m1.png
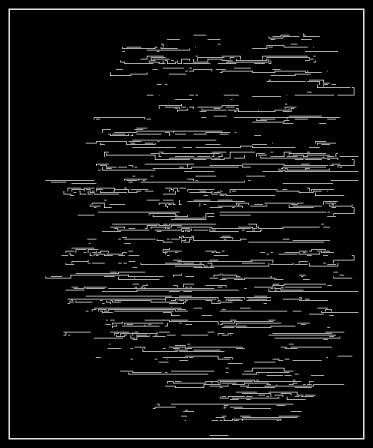
m2.png
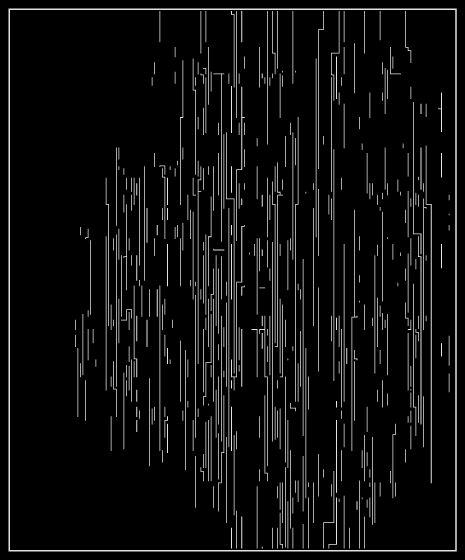
==> config.mk <==
export PLATFORM = sky130hd
export DESIGN_NAME = bitmap_mem_arb_flat
export DESIGN_NICKNAME = d
export VERILOG_FILES = /design/src/rtl/bitmap_mem_arb_if.sv /design/src/rtl/bitmap_mem_arb.sv /design/src/flat_wrapper.sv
export SDC_FILE = /design/constraint.sdc
export NUM_CORES = 1
export LEC_CHECK = 0
export ABC_AREA = 1
export CORE_AREA = 2 2 78 95
export CTS_CLUSTER_DIAMETER = 60
export DETAILED_ROUTE_END_ITERATION = 7
export DIE_AREA = 0 0 80 97
export DONT_BUFFER_PORTS = 1
export GPL_TIMING_DRIVEN = 0
export PLACE_DENSITY_LB_ADDON = 0.12
export SYNTH_ARGS = -nofsm -noshare
export SYNTH_HDL_FRONTEND = slang
export SYNTH_SLANG_ARGS = --single-unit
==> constraint.sdc <==
create_clock -name clk -period 1.6 [get_ports clk]
set_input_delay 0.16 -clock clk [delete_from_list [all_inputs] [get_ports clk]]
set_output_delay 0.16 -clock clk [all_outputs]
set_load 0.005 [all_outputs]
==> results.py <==
# Metrics from the implementation run
metrics = {
    "yosys": {
        "yosysTopAreaCell": "dfxtp_1",
        "aoi_share": 0.1792,
        "ys_sh_mux": 0,
        "synthFlopType": "dfxtp_1",
        "simple_gate_area_frac": 0.3158,
        "yosysWarningCount": 0,
        "edf_count": 0,
        "ys_cells": 307,
        "ys_seq_elements": 45,
        "yosys.cell_types.count": 25,
        "synth.net_count": 350,
        "ys_sh_adder": 0.005838,
        "xor_share": 0.008173,
        "async_flop_share": 0,
        "common_cells": "nand2_1 (81), dfxtp_1 (45), nor2_1 (38)",
        "topCellsByArea": "dfxtp_1 (42%), nand2_1 (14%), o21ai_0 (7.9%)",
    },
    "routing": {
        "dr_wl_met3_um": 355,
        "detail-route-antenna-nets": 0,
        "dr.pass1.iters": 4,
        "drtIter0Drc": 70,
        "detail_route.wl_per_cell_um": 15.39,
        "route.detailed.drc": 0,
        "viasPerCell": 4.969,
        "wl_met1_um": 2892,
    },
    "sta": {
        "hold_viol": 0,
        "max_freq_mhz": 640.9,
        "fin_hold_ws_ps": 4.689,
        "setup_tns_ps": 0,
        "timing.slew.headroom": 0.6255,
        "rsz0062_at_grt": "false",
        "slew_violations": 0,
        "setup_violations": 0,
        "finalClockPeriodUsage": 0.9752,
    },
    "critical_path": {
        "slowest_delay_ps": 370,
        "end_kind": "register",
        "critPathMaxFanout": 10,
        "crit_buf_inv": 1,
        "critPathRequiredTime_ps": 1800,
        "cp.depth": 9,
        "path_class": "reg -> reg",
        "crit_slowest_cell": "dfxtp_2",
        "rr_worst_depth": 9,
    },
    "place": {
        "io_buffers": 0,
        "globalplace.congestion": 0.8011,
        "dp_hpwl_um": 4694,
        "dpl.cell_count": 394,
        "pre_cts_slack_ps": -134.4,
    },
    "clock_network": {
        "post_cts_buffers": 6,
        "clk_path_buf_depth": 2,
        "ctsResizeCount": 6,
        "worstSkewPairLatency_ps": 310,
        "cts_buffers": 5,
        "cts-root-buf": "clkbuf_8",
        "htree_levels": 2,
        "cts_hold_buf": 10,
    },
    "global_routing": {
        "gr-usage-all-layers": 0.1719,
        "use_met3": 0.03825,
        "grt_max_degree": 16,
    },
    "run_status": {
        "status": "finished, final reports clean",
    },
    "job": {
        "max_cap_viol_count": 0,
    },
    "pwr": {
        "p_int_uw": 1902,
        "power.density_nw_per_um2": 973.0,
        "pwr-share-seq": 0.481,
        "leakagePower_uw": 0.0009848,
        "p_comb_frac": 0.103,
        "power_frac_clock": 0.417,
        "p_sw_uw": 637.8,
    },
    "floorplanning": {
        "die_area_um2": 7760,
        "initCoreUtil": 0.3165,
        "io_pins": 67,
    },
    "finish": {
        "n_antenna_cell": 0,
        "fin_util": 0.3854,
        "syn_to_final_growth_pct": 21.77,
        "layout.nets": 375,
    },
}
-- m1.png (at the start) --
nets with wire on the layer	341
longest straight run	27.6 um
main direction	horizontal
wire length on this layer	2,890 um
share of all routed wire	45%
met1 global-route usage: 0.2229
Routed WL: 6462 um
via count: 2,087

-- m2.png (at the start) --
main direction	vertical
wire length on this layer	3,150 um
longest straight run	50.0 um
met2 GRT Util: 0.2821

## worst register-to-register path, stage by stage, from the launching register on
cell and delay, ps:
dfxtp_2 370, ha_4 150, nand2_2 70, nor2_4 150
nand4_4 150, nand2_8 120, nand2_4 90, buf_6 170
a21oi_1 150, nor2_1 50
## power by group through the flow
| stage | sequential [uW] | combinational [uW] | clock [uW] |
|---|---|---|---|
| after floorplan | 1230 | 170 | 0 |
| after global placement | 1250 | 229 | 0 |
| after global routing | 1230 | 298 | 1150 |
| final | 1220 | 261 | 1060 |
| after detailed placement | 1250 | 229 | 0 |
| after CTS | 1220 | 259 | 1080 |
## cell type report
type	count	area (um2)
sequential	45	913.4
multi-input combinational	225	1136
timing repair buffer	17	158.9
clock buffer	5	68.82
fill	750	4161
buffer	15	68.82
inverter	23	86.33
tap	87	108.9
clock inverter	3	68.82
Power is estimated from default activity; no workload was simulated.
